--- src/rtl/uart_rx_fifo.sv ---
// Receive byte FIFO behind the UART receiver: rx_done edge capture, show-ahead read, sticky overflow.
// Define UART_RX_FIFO_OVERWRITE_EN to make a write into a full FIFO discard the oldest byte instead of the new one.
module uart_rx_fifo #(
    parameter int DEPTH_LOG2 = 4
) (
    input  logic                  clk,
    input  logic                  rst,
    input  logic [7:0]            rx_data,
    input  logic                  rx_done,
    input  logic                  rd_en,
    output logic [7:0]            rd_data,
    output logic                  rd_valid,
    output logic                  full,
    output logic [DEPTH_LOG2:0]   count,
    output logic                  overflow,
    input  logic                  ovf_clr
);

    localparam int DEPTH = 1 << DEPTH_LOG2;
    localparam logic [DEPTH_LOG2:0]   FULL_CNT = {1'b1, {DEPTH_LOG2{1'b0}}};
    localparam logic [DEPTH_LOG2:0]   CNT_ONE  = {{DEPTH_LOG2{1'b0}}, 1'b1};
    localparam logic [DEPTH_LOG2-1:0] PTR_ONE  = {{(DEPTH_LOG2-1){1'b0}}, 1'b1};

    logic [7:0]            mem_q [DEPTH];
    logic [DEPTH_LOG2-1:0] wr_ptr_q, wr_ptr_d;
    logic [DEPTH_LOG2-1:0] rd_ptr_q, rd_ptr_d;
    logic [DEPTH_LOG2:0]   count_q, count_d;
    logic                  overflow_q, overflow_d;
    logic                  rx_done_q;

    logic wr_pulse, rd_fire, ovf_set, mem_we, rd_adv, full_w;

    assign full_w = (count_q == FULL_CNT);

    always_comb begin
        wr_pulse = rx_done & ~rx_done_q;
        rd_fire  = rd_en & (count_q != '0);
        ovf_set  = wr_pulse & full_w & ~rd_fire;
`ifdef UART_RX_FIFO_OVERWRITE_EN
        // Overwrite: the write always lands; a blocked write pushes the head forward.
        mem_we   = wr_pulse;
        rd_adv   = rd_fire | ovf_set;
`else
        mem_we   = wr_pulse & ~ovf_set;
        rd_adv   = rd_fire;
`endif
        wr_ptr_d = mem_we ? wr_ptr_q + PTR_ONE : wr_ptr_q;
        rd_ptr_d = rd_adv ? rd_ptr_q + PTR_ONE : rd_ptr_q;
        count_d  = count_q;
        if (mem_we && !rd_adv) begin
            count_d = count_q + CNT_ONE;
        end else if (rd_adv && !mem_we) begin
            count_d = count_q - CNT_ONE;
        end
        // A new overflow outranks a concurrent clear.
        if (ovf_set) begin
            overflow_d = 1'b1;
        end else if (ovf_clr) begin
            overflow_d = 1'b0;
        end else begin
            overflow_d = overflow_q;
        end
    end

    always_ff @(posedge clk) begin
        if (rst) begin
            wr_ptr_q   <= '0;
            rd_ptr_q   <= '0;
            count_q    <= '0;
            overflow_q <= 1'b0;
            // Held high so a done level spanning reset is not seen as a fresh byte.
            rx_done_q  <= 1'b1;
        end else begin
            wr_ptr_q   <= wr_ptr_d;
            rd_ptr_q   <= rd_ptr_d;
            count_q    <= count_d;
            overflow_q <= overflow_d;
            rx_done_q  <= rx_done;
        end
    end

    always_ff @(posedge clk) begin
        if (!rst && mem_we) begin
            mem_q[wr_ptr_q] <= rx_data;
        end
    end

    assign rd_data  = mem_q[rd_ptr_q];
    assign rd_valid = (count_q != '0);
    assign full     = full_w;
    assign count    = count_q;
    assign overflow = overflow_q;

endmodule

--- config.mk ---
export PLATFORM = sky130hd
export DESIGN_NAME = uart_rx_fifo
export DESIGN_NICKNAME = d
export VERILOG_FILES = /design/src/rtl/uart_rx_fifo.sv
export SDC_FILE = /design/constraint.sdc
export NUM_CORES = 1
export LEC_CHECK = 0
export ABC_CLOCK_PERIOD_IN_PS = 6400
export CAP_MARGIN = 20
export CORE_AREA = 2 2 101 103
export DETAILED_ROUTE_END_ITERATION = 8
export DIE_AREA = 0 0 103 105
export GPL_ROUTABILITY_DRIVEN = 0
export HOLD_SLACK_MARGIN = 0.15
export MAX_ROUTING_LAYER = met4
export PLACE_DENSITY = 0.84
export SLEW_MARGIN = 20
export SYNTH_ARGS = -nofsm -noshare
export SYNTH_HDL_FRONTEND = slang
export SYNTH_SLANG_ARGS = --single-unit
--- constraint.sdc ---
create_clock -name clk -period 6.4 [get_ports clk]
set_clock_uncertainty 0.05 [all_clocks]
set_input_delay 0.64 -clock clk [delete_from_list [all_inputs] [get_ports clk]]
set_output_delay 0.64 -clock clk [all_outputs]
set_load 0.01 [all_outputs]
Run 1, metal 3:
Bar = 20 µm.
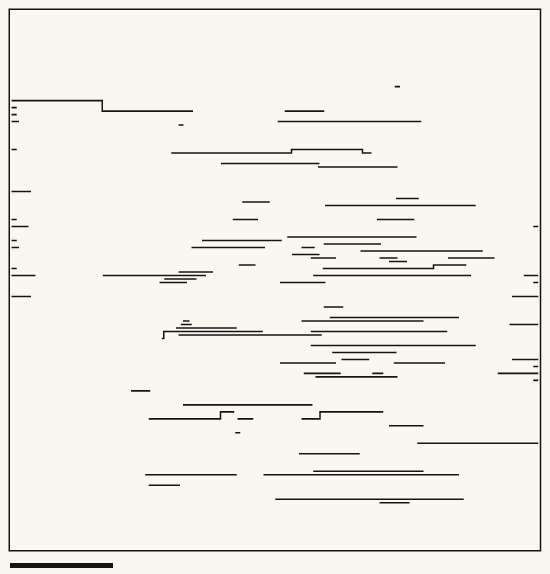
longest straight run = 37.7 µm
nets with wire on the layer = 56
share of all routed wire = 8.2%

Run 1, placement view:
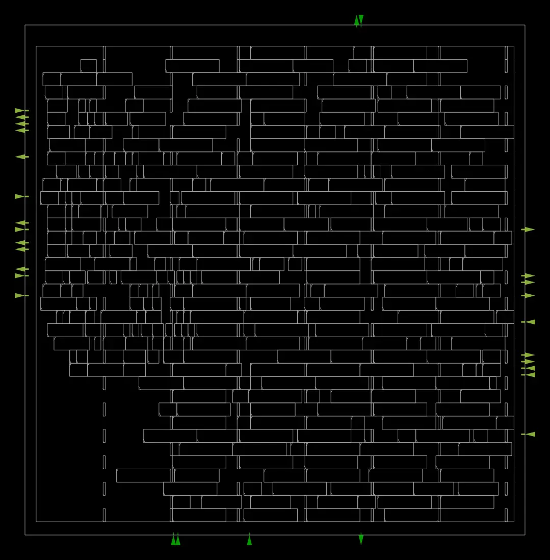
# rows: 36
post-route core utilization: 70.73%

Run 1, gate families picked out:
Bar = 20 µm.
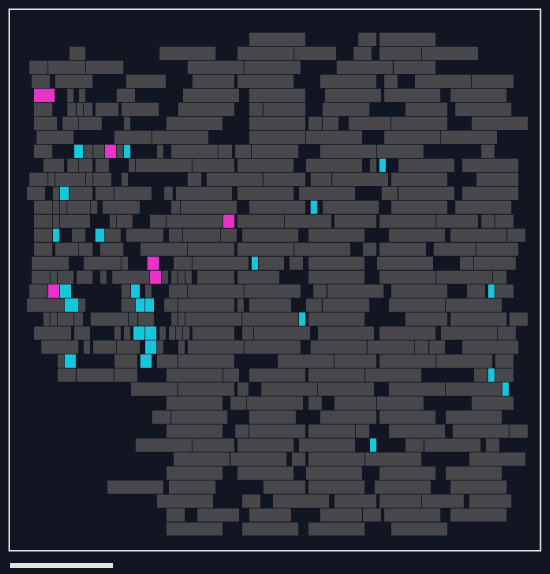
magenta -> and/or cells  # cells 6, where west
cyan -> nand cells  # cells 23
dominant logic cell type in the layout: edfxtp_1
fraction of area in multi-input gates: 22.74%
fin cells: 506

Run 1, local utilization:
The die is cut into 10 by 10 equal tiles; black is low, pale yellow is high, 0 to 100% covered.
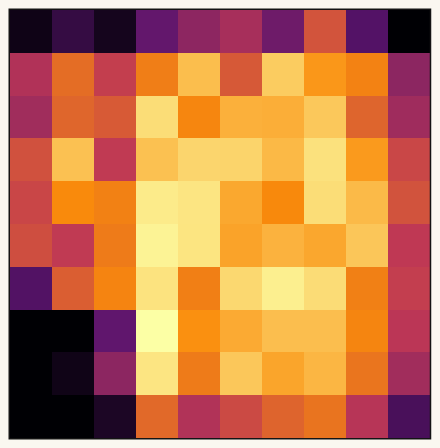
emptiest ninth of the die = south-west
nearly empty tiles = 6.0%
mean over tiles = 62%

==> out/qor.csv, run 1 <==
stage,metric,value,unit
power,power_leakage,2.207,nW
power,netSwitchingFraction,27.81,%
cts,ctsResizeCount,0,
synthesis,fa_ha_area_share,2.267,%
cts,cts.hold.buffers_added,0,
cells_and_area,regMostFlops,mem_q,
routing,ant_nets,0,
grt,antenna_found_initial,0,
synthesis,mux_area_share,13.03,%
cts,cts.sinks,147,
cells_and_area,largest_reg_flops,128,
setup_path,critical-path-top-delay-family,buffers and inverters,
power,power_switching,713.7,µW
placed_design,post-place-ws,3.049,ns
synthesis,synth-xor-area-share,0.8984,%
power,p_per_area,376.4,mW/mm²
grt,grt_usage,24.22,%
power,p_comb_share,22.2,%
setup_path,critPathSlowestCell,mux4_2,
die,die_h,105,µm
die,die_width,103,µm
synthesis,ys_types,39,
worst_hold_path,hold_depth,2,
die,core_area,0.009639,mm²
cts,cts.path.max_buffers,2,
flow_run,tool_warnings,29,
cells_and_area,n_all_inverters,7,
placed_design,hpwl,6660,µm
run_status,status,finished clean,
grt,grt_pass1_wl,17950,µm
setup_path,reg2reg_to,count[3]$_SDFFE_PP0P_,
synthesis,yosys_cells,322,
setup_path,cp_cell_sequence,buf_4 -> mux4_2 -> a22oi_1 -> nand2_1 -> clkdlybuf4s50_1,
die,fp_util,60.68,%
cells_and_area,num-fill-cells,628,
synthesis,flop_cell,edfxtp_1,
synthesis,edf_count,128,
cts,path_clk_slew,0.07,ns
setup_path,crit_type,reg2out,
power,power_frac_seq,43.1,%
synthesis,numSynthFlops,147,
synthesis,ys_area,0.005849,mm²
==> inputs of run 2 (changes only) <==
==> config.mk (replaced) <==
export PLATFORM = sky130hd
export DESIGN_NAME = uart_rx_fifo
export DESIGN_NICKNAME = d
export VERILOG_FILES = /design/src/rtl/uart_rx_fifo.sv
export SDC_FILE = /design/constraint.sdc
export NUM_CORES = 1
export LEC_CHECK = 0
export ABC_CLOCK_PERIOD_IN_PS = 3100
export CAP_MARGIN = 20
export CORE_AREA = 2 2 108 110
export DETAILED_ROUTE_END_ITERATION = 8
export DIE_AREA = 0 0 110 112
export GPL_ROUTABILITY_DRIVEN = 0
export HOLD_SLACK_MARGIN = 0.15
export MAX_ROUTING_LAYER = met4
export PLACE_DENSITY = 0.78
export SLEW_MARGIN = 20
export SYNTH_ARGS = -nofsm -noshare
export SYNTH_HDL_FRONTEND = slang
export SYNTH_SLANG_ARGS = --single-unit
==> constraint.sdc (replaced) <==
create_clock -name clk -period 3.1 [get_ports clk]
set_clock_uncertainty 0.05 [all_clocks]
set_input_delay 0.31 -clock clk [delete_from_list [all_inputs] [get_ports clk]]
set_output_delay 0.31 -clock clk [all_outputs]
set_load 0.01 [all_outputs]
Run 2, placement view:
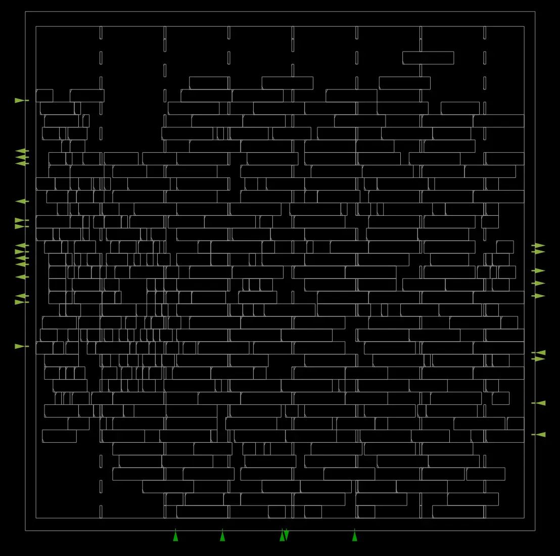
Core ar.: 0.01117 mm²
flip-flops: 147

==> out/qor.csv, run 2 <==
stage,metric,value,unit,change
synthesis,flop_cell,edfxtp_1,,
synthesis,ys_area,0.005849,mm²,unchanged
setup_path,reg2reg_to,count[4]$_SDFFE_PP0P_,,
power,p_per_area,782.0,mW/mm²,+110%
die,die_width,110,µm,+6.8%
die,row_count,39,,+8.3%
synthesis,numSynthFlops,147,,unchanged
cts,cts.sinks,147,,unchanged
grt,antenna_found_initial,0,,unchanged
run_status,status,finished clean,,
flow_run,tool_warnings,29,,unchanged
placed_design,post-place-ws,0.2277,ns,-2.821 ns
setup_path,crit_type,reg2reg,,
cells_and_area,fin_cells,535,,+5.7%
cts,path_clk_slew,0.06,ns,about the same
power,p_comb_share,22.0,%,-0.2 points
synthesis,mux_area_share,13.03,%,unchanged
cells_and_area,postLayoutCoreUtil,62.86,%,-7.9 points
placed_design,hpwl,6940,µm,+4.2%
synthesis,synth-xor-area-share,0.8984,%,unchanged
synthesis,edf_count,128,,unchanged
setup_path,critical-path-top-delay-family,AND-OR/OR-AND gates,,
Power figures rest on the tool's default switching activity, not on a simulated workload.
